==> src/rtl/operand_pkg.sv <==
// Shared encodings for the operand-B stage: immediate-extension modes and rt forwarding selects.
package operand_pkg;

  localparam logic [2:0] EXT_ZERO   = 3'b000;
  localparam logic [2:0] EXT_SIGN   = 3'b001;
  localparam logic [2:0] EXT_UPPER  = 3'b010;
  localparam logic [2:0] EXT_BRANCH = 3'b011;
  localparam logic [2:0] EXT_SHAMT  = 3'b100;

  localparam logic [1:0] FWD_RF  = 2'b00;
  localparam logic [1:0] FWD_EX  = 2'b01;
  localparam logic [1:0] FWD_MEM = 2'b10;

endpackage

==> src/rtl/operand_b_stage_imm_ext.sv <==
// Combinational immediate extender: zero, sign, upper, branch-offset and shift-amount modes.
module imm_ext
  import operand_pkg::*;
#(
  parameter int unsigned DATA_W  = 32,
  parameter int unsigned IMM_W   = 16,
  parameter int unsigned SHAMT_W = $clog2(DATA_W)
) (
  input  logic [IMM_W-1:0]  imm,
  input  logic [2:0]        extop,
  output logic [DATA_W-1:0] ext
);

  logic [DATA_W-1:0] zext;
  logic [DATA_W-1:0] sext;

  always_comb begin
    zext = {{(DATA_W-IMM_W){1'b0}}, imm};
    sext = {{(DATA_W-IMM_W){imm[IMM_W-1]}}, imm};
    ext  = '0;
    case (extop)
      EXT_ZERO:   ext = zext;
      EXT_SIGN:   ext = sext;
      // Shifting within DATA_W gives the truncation of the upper/branch forms for free.
      EXT_UPPER:  ext = zext << IMM_W;
      EXT_BRANCH: ext = sext << 2;
      EXT_SHAMT:  ext = {{(DATA_W-SHAMT_W){1'b0}}, imm[6 +: SHAMT_W]};
      default:    ext = '0;
    endcase
  end

endmodule

==> src/rtl/operand_b_stage.sv <==
// ID/EX operand-B stage: rt forwarding, immediate extension and ALU-B select behind a
// valid/ready register with a one-entry skid buffer.
module operand_b_stage
  import operand_pkg::*;
#(
  parameter int unsigned DATA_W  = 32,
  parameter int unsigned IMM_W   = 16,
  parameter int unsigned SHAMT_W = $clog2(DATA_W)
) (
  input  logic              clk,
  input  logic              rst_n,
  input  logic              in_valid,
  output logic              in_ready,
  input  logic [IMM_W-1:0]  imm,
  input  logic [2:0]        extop,
  input  logic              b_sel,
  input  logic [1:0]        fwd_sel,
  input  logic [DATA_W-1:0] rf_b,
  input  logic [DATA_W-1:0] ex_fwd,
  input  logic [DATA_W-1:0] mem_fwd,
  input  logic              flush,
  output logic              out_valid,
  input  logic              out_ready,
  output logic [DATA_W-1:0] alu_b,
  output logic [DATA_W-1:0] store_b
);

  logic [DATA_W-1:0] ext;
  logic [DATA_W-1:0] fwd_b;
  logic [DATA_W-1:0] alu_in;

  logic [DATA_W-1:0] main_alu_q, main_alu_d;
  logic [DATA_W-1:0] main_st_q,  main_st_d;
  logic              main_valid_q, main_valid_d;
  logic [DATA_W-1:0] skid_alu_q, skid_alu_d;
  logic [DATA_W-1:0] skid_st_q,  skid_st_d;
  logic              skid_valid_q, skid_valid_d;

  logic accept;
  logic main_free;

  imm_ext #(
    .DATA_W (DATA_W),
    .IMM_W  (IMM_W),
    .SHAMT_W(SHAMT_W)
  ) u_imm_ext (
    .imm  (imm),
    .extop(extop),
    .ext  (ext)
  );

  always_comb begin
    case (fwd_sel)
      FWD_EX:  fwd_b = ex_fwd;
      FWD_MEM: fwd_b = mem_fwd;
      default: fwd_b = rf_b;
    endcase
    alu_in = b_sel ? ext : fwd_b;
  end

  assign in_ready  = ~skid_valid_q;
  assign accept    = in_valid & in_ready;
  assign main_free = ~main_valid_q | out_ready;

  always_comb begin
    main_alu_d   = main_alu_q;
    main_st_d    = main_st_q;
    main_valid_d = main_valid_q;
    skid_alu_d   = skid_alu_q;
    skid_st_d    = skid_st_q;
    skid_valid_d = skid_valid_q;
    if (flush) begin
      main_valid_d = 1'b0;
      skid_valid_d = 1'b0;
    end else if (main_free) begin
      // A full skid implies in_ready=0, so refilling main from skid never races an accept.
      if (skid_valid_q) begin
        main_alu_d   = skid_alu_q;
        main_st_d    = skid_st_q;
        main_valid_d = 1'b1;
        skid_valid_d = 1'b0;
      end else if (accept) begin
        main_alu_d   = alu_in;
        main_st_d    = fwd_b;
        main_valid_d = 1'b1;
      end else begin
        main_valid_d = 1'b0;
      end
    end else if (accept) begin
      skid_alu_d   = alu_in;
      skid_st_d    = fwd_b;
      skid_valid_d = 1'b1;
    end
  end

  always_ff @(posedge clk or negedge rst_n) begin
    if (!rst_n) begin
      main_alu_q   <= '0;
      main_st_q    <= '0;
      main_valid_q <= 1'b0;
      skid_alu_q   <= '0;
      skid_st_q    <= '0;
      skid_valid_q <= 1'b0;
    end else begin
      main_alu_q   <= main_alu_d;
      main_st_q    <= main_st_d;
      main_valid_q <= main_valid_d;
      skid_alu_q   <= skid_alu_d;
      skid_st_q    <= skid_st_d;
      skid_valid_q <= skid_valid_d;
    end
  end

  assign out_valid = main_valid_q;
  assign alu_b     = main_alu_q;
  assign store_b   = main_st_q;

endmodule
==> config.mk <==
export PLATFORM = sky130hd
export DESIGN_NAME = operand_b_stage
export DESIGN_NICKNAME = d
export VERILOG_FILES = /design/src/rtl/operand_pkg.sv /design/src/rtl/operand_b_stage_imm_ext.sv /design/src/rtl/operand_b_stage.sv
export SDC_FILE = /design/constraint.sdc
export NUM_CORES = 1
export LEC_CHECK = 0
export ABC_AREA = 1
export CORE_MARGIN = 3
export CORE_UTILIZATION = 45
export CTS_BUF_LIST = sky130_fd_sc_hd__clkbuf_4
export DETAILED_ROUTE_END_ITERATION = 16
export PLACE_DENSITY = 0.72
export SYNTH_ARGS = -nofsm -noshare
export SYNTH_HDL_FRONTEND = slang
export SYNTH_SLANG_ARGS = --single-unit
==> constraint.sdc <==
create_clock -name clk -period 3.35 [get_ports clk]
set_input_delay 0.67 -clock clk [delete_from_list [all_inputs] [get_ports clk]]
set_output_delay 0.67 -clock clk [all_outputs]
set_load 0.1 [all_outputs]
run_1/metal_density.png
(3 px per um) The die is cut into 26 by 26 equal tiles; dark purple is low, yellow is high, scaled to the fullest tile. Values are wire area over tile area, all layers added.
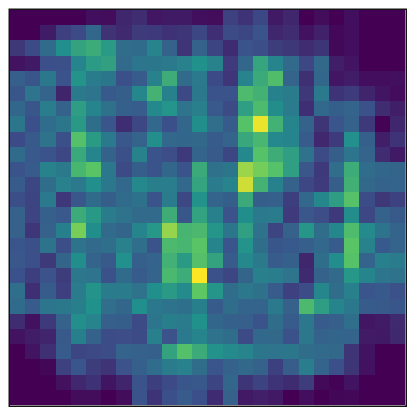
densest ninth of the die: centre
emptiest ninth of the die: upper right
nearly empty tiles: 7.1%
tiles over half the peak: 12%
mean over tiles: 0.22
fullest tile: 0.70
DR WL/cell: 17.2 um
DRT Wirelength: 22,900 um
All-Layer GR Usage: 0.265

run_1/placement_by_type.png
(4 px per um)
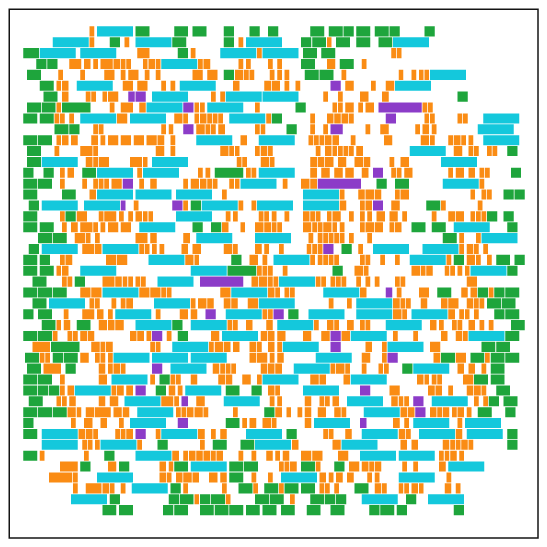
[combinational and other logic] orange | cells: 751
[clock drivers and dummy loads] purple | cells: 32
[flops] cyan | cells: 130
[other buffers and delay cells] green | cells: 206

run_1/sizes.png
(2 px per um)
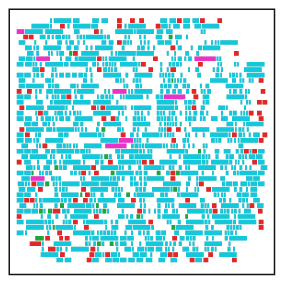
[_0 and _1 cells] cyan | cells: 976 | most used: nand2_1
[_6 and larger] magenta | cells: 8 | most used: buf_12
[_3 and _4 cells] red | cells: 108 | most used: buf_4
[_2 cells] green | cells: 27 | most used: or2_2

==> changes_impl.md, run 1 <==
### Metrics

* Status: complete, no violations
* Delay-heaviest family, CP: buffers and inverters
* Commonest Layout Cell: nand2_1
* Filler cells at 1,430
* R2r startpoint: skid_valid_q
* CTS tree: yes
* Synth-to-layout area growth at 29.4%
* Width of the die at 132 um
* Worst-skew pair later-pin latency at 540 ps
* Synthesized flop and latch total at 130
* Vias in the first global route at 6,796
* Hold-fix buffers, CTS at 0
* H-tree depth at 4
* RSZ-0062 raised after global routing: false
* Antenna Nets Post-Route at 0
* Critical path endpoint category: primary output
* Mux share at 0
* Cell Pwr Density at 622 nW/um^2
* HP Class: primary input to async pin
* # setup viols final at 0
* Cell row count at 45
* Top-count cell post-synth: nand2_1
* Vertical die size at 132 um
* Synth Seq Share at 0.457
* Nets at 1,231
* Top area cell types: dfrtp_1, nand2_1, nand3_1
* Peak Freq at 0.445 GHz
* Top-area cell share at 0.457
* Synthesized Nets at 1,074
* DPL Wire Length at 16,400 um
* First-pass DRT Iterations at 7
* Clock sink count at 130
* Ys async rst share at 1.00
* Post-synth top cells: nand2_1, dfrtp_1, nor2_1, nand3_1, o21ai_0
* Total CTS buffers at 17
* GRT overflow at 0
* # DRC at 0
* 1st-iter DRT viols at 536
* Combinational gate area at 3360 um^2
* Crit path cell chain: inv_4, buf_12
* Dominant flop cell: dfrtp_1
* Worst path slowest cell: dfrtp_1
* Worst Path Class, Setup: flip-flop to primary output
* GP Congestion at 0.946
* Storage element area at 3250 um^2
* Maximum vdd drop at 0.336 mV
* Total number of vias at 7,154
* IO Pins at 189
* Yosys warns at 0
* Critical path launch point type: flip-flop
* And+or+nand+nor area frac at 0.309
* Synthesized cell area at 7120 um^2
* # resized after CTS at 0
* Buf/Inv on CP at 2
* Complex Gates by Area at 0.159
* Tally of OpenROAD warnings at 27
* Root Driver: clkbuf_4
* Die area at 17,400 um^2
* Fin. max-slew vios at 0
* Core ar. at 15,400 um^2
* Clk slew on worst S/H paths at 120 ps
* Final Critical Period at 2250 ps
* Top logic family: simple AND/OR/NAND/NOR gates
* Crit. Startpoint: skid_valid_q
* Max Cap Violations at 0
* XORs/XNORs by Area at 0
* Finished Layout Cells at 1,331
* Clk_skew at 12.7 ps
* Synth Instances at 949
* Critical Path RT at 2680 ps
* Period utilization at 0.671
* P_leak at 0.00447 uW
* Netlist cell types at 31
* Max_slew headroom at 0.557
* Initial antenna violation count at 1
* Yosys top cell by area: dfrtp_1
* Crit Path Max Fanout at 31
* Worst hold margin at 110 ps
* Yosys Chip Area at 7120 um^2
* Yosys cell count at 949
* Adders+Majority by Area at 0.00351
* Via-to-Cell Ratio at 5.37
* PortBufs at 188
* Fp util at 0.463
* Core Util, Final at 0.600
* Post-CTS Setup Inserts at 0
* Syn_area_per_cell at 7.51 um^2
* Most frequent cells in the layout: nand2_1, dfrtp_1, clkdlybuf4s50_1
* Crit path DAT at 1580 ps
* Number of enable flip-flop cells at 0
* Final Hold Viols at 0
* Final setup TNS at 0 ps
* Slew @ Worst Pin at 664 ps
* First-pass GRT wire length at 36,800 um
* Largest net degree at the start of global routing at 89
* Clk buf depth at 2
* Critical path's largest stage delay at 480 ps
* Placed insts at 1,298
* Layout cells sized above 1 at 0.128
==> run 1: report_power, final <==
part           switching, uW  internal [uW]
logic                   1790            648
clock network            595            544
registers                220           1940
==> run 1: layer usage <==
layer  vias up  share of wire  track usage  wire length [um]
met3        42          0.071       0.0595              1630
met4         0          0.028       0.0986               631
met5         -              0            0                 0
li1       3477              -            -                 -
met2       308           0.46        0.406             10600
met1      3327           0.44        0.371             10100
==> run 1: flip-flops by register name (all words and copies together) (netlist names) <==
register and cells:
store_b 32, skid_alu_q 32, skid_valid_q 1, skid_st_q 32, alu_b 32, out_valid 1
==> run 1: per-stage QoR <==
| step | power (uW) | worst slack, ps | instance area, um^2 |
|---|---|---|---|
| finish | 5730 | 1100 | 9220 |
| CTS | 5770 | 1070 | 9220 |
| global route | 6020 | 1020 | 9220 |
| floorplan | 3930 | 1380 | 7120 |
| detailed placement | 4620 | 692 | 8920 |
| global placement | 4600 | 731 | 8920 |
==> run 1: cell type report <==
| type | count | area share |
|---|---|---|
| repair buffers | 206 | 0.206 |
| flip-flops and latches | 130 | 0.353 |
| clock inverters | 11 | 0.0149 |
| multi-input cells | 713 | 0.364 |
| clock buffers | 21 | 0.0171 |
| inverters | 38 | 0.0157 |
| diodes | 1 | 0.000271 |
| well taps | 211 | 0.0286 |
==> run 1: path summary, 6_finish.rpt <==
path                       slack (ps)  cells past startpoint             end
max                              1100                      2        in_ready
max reg2reg                      1350                      7  skid_alu_q[16]
min                               110                      1      store_b[4]
min reg2reg                       490                      2   skid_st_q[20]
min in group clk                  490                      2   skid_st_q[20]
max in group asynchronous        2440                      2       alu_b[10]
==> run 1: cells by family (layout without fill, tap and decap cells) <==
group	count (synthesis)	count (layout)
AOI/OAI and AO/OA	185	185
adders and majority gates	2	2
buffers and inverters	106	276
DFF	130	130
other	0	1
and+or+nand+nor	526	526
==> inputs of run 2 (changes only) <==
Clock period 3.35 ns to 2.1 ns, I/O delays scaled along.
run_2/metal_density.png
(3 px per um) The die is cut into 26 by 26 equal tiles; dark purple is low, yellow is high, scaled to the fullest tile. Values are wire area over tile area, all layers added.
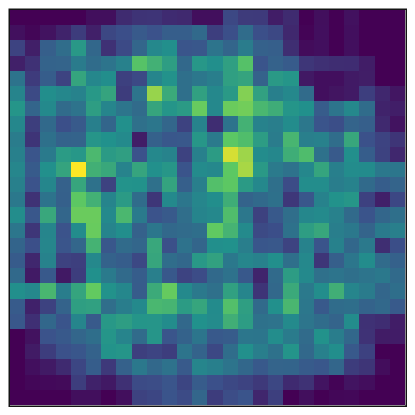
nearly empty tiles: 6.8%
fullest tile: 0.62
emptiest ninth of the die: upper right
tiles over half the peak: 18%
mean over tiles: 0.21

run_2/clocks.png
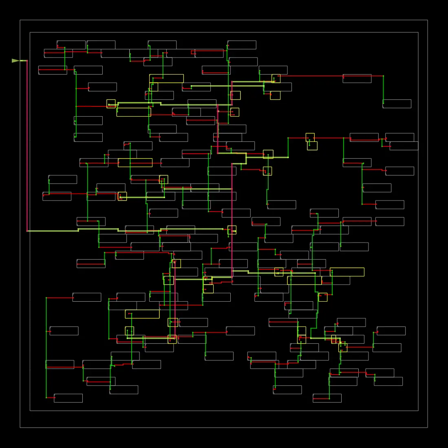
total CTS buffers: 17
Clock Power: 2240 uW
clk_skew: 13.0 ps
clkbuf count: 17
clock sink count: 130

==> run 2 against run 1 <==
Utilization is 3.2 points higher. Final area rose by 5.3%. Synthesized cell count unchanged. Global-route usage is 0.21 points lower. Non-clock buffer count is 37 higher. Hold slack improved by 190 ps. Combinational power is 63% higher. Synthesized area did not move. Clock skew about the same. Critical endpoint unchanged.
==> changes_impl.md, run 2 <==
### Metrics

* # DRC at 0
* Max Cap Violations at 0
* FF-to-FF setup slack at 530 ps
* Synthesized Nets at 1,074
* Worst hold margin at 303 ps
* Final setup TNS at 0 ps
* Tally of OpenROAD warnings at 27
* Top-count cell post-synth: nand2_1
* Final Hold Viols at 0
* Yosys top cell by area: dfrtp_1
* Top-area cell share at 0.457
* Slew @ Worst Pin at 478 ps
* # resized after CTS at 0
* Die area at 17,400 um^2
* Fin. max-slew vios at 0
* Worst Path Class, Setup: flip-flop to primary output
* Final Critical Period at 1860 ps
* Post-CTS Setup Inserts at 0
* Yosys cell count at 949
* Complex Gates by Area at 0.159
* Mux share at 0
* Status: complete, no violations
* PortBufs at 188
* Crit path DAT at 1440 ps
* DPL Wire Length at 16,500 um
* Cell row count at 45
* GRT overflow at 0
* Critical path launch point type: flip-flop
* R2R cell count at 6
* Nets at 1,268
* Critical path's largest stage delay at 470 ps
* RSZ-0062 raised after global routing: false
* Total number of vias at 7,244
* Largest net degree at the start of global routing at 60
* Period utilization at 0.885
* Fp util at 0.463
* Clk buf depth at 2
* R2r startpoint: skid_valid_q
* Initial antenna violation count at 1
* Synth Instances at 949
* Clk slew on worst S/H paths at 130 ps
* Crit path cell chain: inv_4, buf_12
* Critical path endpoint category: primary output
* GP Congestion at 0.947
* Synth-to-layout area growth at 36.4%
* Yosys Chip Area at 7120 um^2
* Maximum vdd drop at 0.486 mV
* Via-to-Cell Ratio at 5.29
* Filler cells at 1,382
* # setup viols final at 0
* Max_slew headroom at 0.680
* P_leak at 0.00472 uW
* Commonest Layout Cell: nand2_1
* Yosys warns at 0
* Core ar. at 15,400 um^2
* Vertical die size at 132 um
* First-pass GRT wire length at 36,900 um
* Synthesized cell area at 7120 um^2
* Worst setup endpoint: in_ready
* First-pass DRT Iterations at 5
* HP Class: primary input to async pin
* Worst path slowest cell: dfrtp_1
* Most frequent cells in the layout: nand2_1, dfrtp_1, clkdlybuf4s50_1
* And+or+nand+nor area frac at 0.309
* Dominant flop cell: dfrtp_1
* Hold-fix buffers, CTS at 1
* DRT Wirelength at 22,400 um
* Crit Path Max Fanout at 13
* Syn_area_per_cell at 7.51 um^2
* Synthesized flop and latch total at 130
* All-Layer GR Usage at 0.263
* Critical Path RT at 1680 ps
* Root Driver: clkbuf_4
* Netlist cell types at 31
* Adders+Majority by Area at 0.00351
* Antenna Nets Post-Route at 0
* XORs/XNORs by Area at 0
* Synth Seq Share at 0.457
* H-tree depth at 4
* Cell Pwr Density at 994 nW/um^2
* Vias in the first global route at 6,975
* Top area cell types: dfrtp_1, nand2_1, nand3_1
* Number of enable flip-flop cells at 0
* 1st-iter DRT viols at 571
* DR WL/cell at 16.4 um
* Post-synth top cells: nand2_1, dfrtp_1, nor2_1, nand3_1, o21ai_0
* Ys async rst share at 1.00
* Crit. Startpoint: skid_valid_q
* Worst-skew pair later-pin latency at 560 ps
* IO Pins at 189
* Peak Freq at 0.538 GHz
* Top logic family: simple AND/OR/NAND/NOR gates
* CTS tree: yes
* Worst R2R End: skid_alu_q[5]
* Width of the die at 132 um
* Layout cells sized above 1 at 0.155
## run 2: area by class of cell
class                      count  area [um^2]  share of cell area
antenna                        2         5.00            0.000515
clock buffer                  17          128              0.0131
timing repair buffer         243         2310               0.238
clock inverter                15          253              0.0260
sequential                   130         3250               0.335
tap                          211          264              0.0272
inverter                      38          145              0.0149
multi-input combinational    713         3360               0.346
## run 2: where the power goes
| group | leakage, uW | switching, uW | internal (uW) |
|---|---|---|---|
| clock | 0.000195 | 1040 | 1200 |
| combinational | 0.00292 | 2860 | 1130 |
| sequential | 0.00160 | 350 | 3090 |
## run 2: metrics by stage
| stage | instances | instance area, um^2 | utilization | worst slack (ps) | power (uW) |
|---|---|---|---|---|---|
| CTS | 1367 | 9710 | 0.632 | 196 | 9720 |
| global placement | 1334 | 9320 | 0.606 | -202 | 7430 |
| global route | 1369 | 9710 | 0.632 | 145 | 10100 |
| finish | 1369 | 9710 | 0.632 | 242 | 9660 |
| floorplan | 949 | 7120 | - | 132 | 6270 |
| detailed placement | 1334 | 9320 | 0.606 | -188 | 7470 |
## run 2: worst min-delay path by stage
stage               start         end  slack [ps]  cells past startpoint
finish              rst_n  store_b[7]         300                      2
global route        rst_n  store_b[7]         280                      2
CTS                 rst_n  store_b[7]         280                      2
detailed placement  rst_n  store_b[5]         340                      1
global placement    rst_n  store_b[7]         340                      1
floorplan           rst_n    alu_b[0]         120                      0
## run 2: worst max-delay path: cells and delay by family (launching register included)
family | cells | cell delay (ps)
flops | 1 | 470
buf+inv | 2 | 400
## run 2: routing by layer
layer,GRT usage,part of all wire,vias up
li1,-,-,3559
met1,0.370,0.45,3371
met2,0.403,0.45,279
met3,0.0725,0.074,35
met4,0.0747,0.021,0
met5,0,0,-
==> inputs of run 3 (changes only) <==
Settings changed: ABC_CLOCK_PERIOD_IN_PS set to 1800.
Clock period 2.1 ns to 1.8 ns, I/O delays scaled along.
run_3/metal_density.png
(3 px per um) The die is cut into 26 by 26 equal tiles; dark purple is low, yellow is high, scaled to the fullest tile. Values are wire area over tile area, all layers added.
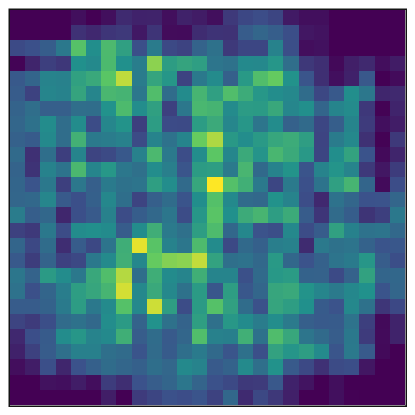
emptiest ninth of the die: upper right
tiles over half the peak: 20%
mean over tiles: 0.22

run_3/layer_met3.png
(3 px per um)
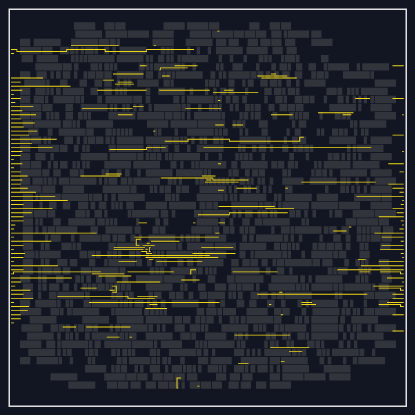
wire length on this layer: 1,620 um
longest straight run: 55.7 um
DRT Wirelength: 23,400 um
total number of vias: 7,345

==> run 3 against run 2 <==
Register-to-register slack got worse by 340 ps. Combinational power is 36% higher. Largest cell class unchanged. Highest routed layer unchanged. Critical path depth unchanged. Largest power group unchanged. Die size unchanged. Utilization increased by 4.8 points.
==> changes_impl.md, run 3 <==
### Metrics

* Width of the die at 132 um
* Dominant flop cell: dfrtp_1
* Number of enable flip-flop cells at 0
* Max_slew headroom at 0.752
* Clk slew on worst S/H paths at 110 ps
* IO Pins at 189
* Clock sink count at 130
* Top area cell types: dfrtp_1, nand2_1, nand3_1
* Syn_area_per_cell at 7.51 um^2
* Synth Instances at 949
* Netlist cell types at 31
* Period utilization at 0.952
* Largest net degree at the start of global routing at 45
* Vertical die size at 132 um
* Peak Freq at 0.584 GHz
* Yosys top cell by area: dfrtp_1
* Cell Pwr Density at 1080 nW/um^2
* Top-area cell share at 0.457
* Total CTS buffers at 17
* Pre-CTS setup slack at -438 ps
* # setup viols final at 0
* Final Hold Viols at 0
* GRT overflow at 0
* Worst-skew pair later-pin latency at 560 ps
* Part of the power in the clock network at 0.148
* Placed insts at 1,346
* Crit. Startpoint: skid_valid_q
* Core Util, Final at 0.680
* Critical Path RT at 1440 ps
* Root Driver: clkbuf_4
* Internal power at 6220 uW
* Layout cells sized above 1 at 0.167
* Switching part of the total at 0.447
* Vias in the first global route at 7,171
* Fp util at 0.463
* Die area at 17,400 um^2
* Clk_skew at 18.7 ps
* Reg power frac at 0.372
* All-Layer GR Usage at 0.272
* Sw Pwr at 5040 uW
* Main power group: combinational logic
* Nets at 1,282
* PortBufs at 188
* Core ar. at 15,400 um^2
* R2R cell count at 8
* Status: complete, no violations
* Initial antenna violation count at 1
* P_leak at 0.00497 uW
* Via-to-Cell Ratio at 5.32
* Tally of OpenROAD warnings at 27
* 1st-iter DRT viols at 633
* Worst Path Class, Setup: flip-flop to primary output
* H-tree depth at 4
* Synthesized flop and latch total at 130
* Crit Path Max Fanout at 10
* First-pass GRT wire length at 37,900 um
* Slew @ Worst Pin at 370 ps
* R2r startpoint: skid_valid_q
* Filler cells at 1,284
* GP Congestion at 0.935
* HP Class: primary input to async pin
* Synthesized cell area at 7120 um^2
* Worst hold margin at 258 ps
* Final Worst Setup Slack at 86.9 ps
* Synth-to-layout area growth at 46.8%
* Fin area at 10,500 um^2
* Final Critical Period at 1710 ps
* Placement Cell Area at 10,200 um^2
* Yosys Chip Area at 7120 um^2
* Commonest Layout Cell: nand2_1
* Most frequent cells in the layout: nand2_1, dfrtp_1, clkdlybuf4s50_1
* Antenna Nets Post-Route at 0
* RSZ-0062 raised after global routing: false
* Yosys cell count at 949
* Synthesized Nets at 1,074
* DR WL/cell at 17.0 um
* Max Cap Violations at 0
* Yosys warns at 0
* Finished Layout Cells at 1,381
* CTS tree: yes
* Seq pwr at 4190 uW
* Fin. max-slew vios at 0
* First-pass DRT Iterations at 7
* Critical path launch point type: flip-flop
* Comb. pwr at 5400 uW
* Final Power at 11,300 uW
* Ys async rst share at 1.00
* Clock Power at 1670 uW
* Post-synth top cells: nand2_1, dfrtp_1, nor2_1, nand3_1, o21ai_0
* # DRC at 0
* DPL Wire Length at 17,400 um
* Cell row count at 45
* Crit path DAT at 1350 ps
* Synth Seq Share at 0.457
* Critical path endpoint category: primary output
* Top-count cell post-synth: nand2_1
* Combinational share of power at 0.479
* Maximum vdd drop at 0.707 mV
* Clk buf depth at 2
* Final setup TNS at 0 ps
run 3: cell count changes in the layout (fill, tap and decap cells not counted), sizes merged:
cell	before	now
clkinv	6	10
diode	2	1
inv	40	38
clkinvlp	1	2
bufinv	6	0
buf	121	134
clkbuf	17	20
run 3: final timing paths:
| path | end | slack (ps) |
|---|---|---|
| worst max-delay path | in_ready | 90 |
| worst min-delay path | store_b[25] | 260 |
| worst max register to register | alu_b[11] | 190 |
| worst min register to register | skid_st_q[9] | 490 |
| max in group asynchronous | store_b[19] | 990 |
| min in group clk | skid_valid_q | 460 |
run 3: cell type report:
type | instances | area (um^2) | share of cell area
multi-input cells | 713 | 3360 | 0.321
flip-flops and latches | 130 | 3260 | 0.311
well taps | 211 | 264 | 0.0252
repair inverters | 1 | 3.75 | 0.000359
inverters | 38 | 148 | 0.0141
diodes | 1 | 2.50 | 0.000239
repair buffers | 256 | 3210 | 0.307
clock buffers | 20 | 150 | 0.0144
clock inverters | 11 | 67.6 | 0.00646
run 3: kinds of logic after synthesis:
group	Yosys count	share of synthesized area
DFF	130	0.457
buffers and inverters	106	0.0720
adders and majority gates	2	0.00351
and+or+nand+nor	526	0.309
AOI/OAI and AO/OA	185	0.159
run 3: per-layer routing:
layer / routed length (um) / GRT usage
met4: 437 / 0.0712
met2: 11400 / 0.455
met1: 9940 / 0.361
met3: 1620 / 0.0611
met5: 0 / 0
run 3: timing repair:
| action | 4_1_cts | 5_1_grt |
|---|---|---|
| gates resized | 2 | 0 |
| endpoints found under the hold margin | 28 | 0 |
| buffers inserted | 0 | 1 |
| hold buffers | 1 | 0 |
| endpoints found under the setup margin | 1 | 1 |
| gates cloned | 1 | 0 |
run 3: critical path, cell delays in order, from the launching register on:
cell	delay, ps
dfrtp_2	460
inv_6	150
buf_12	190
Power is estimated from default activity; no workload was simulated.
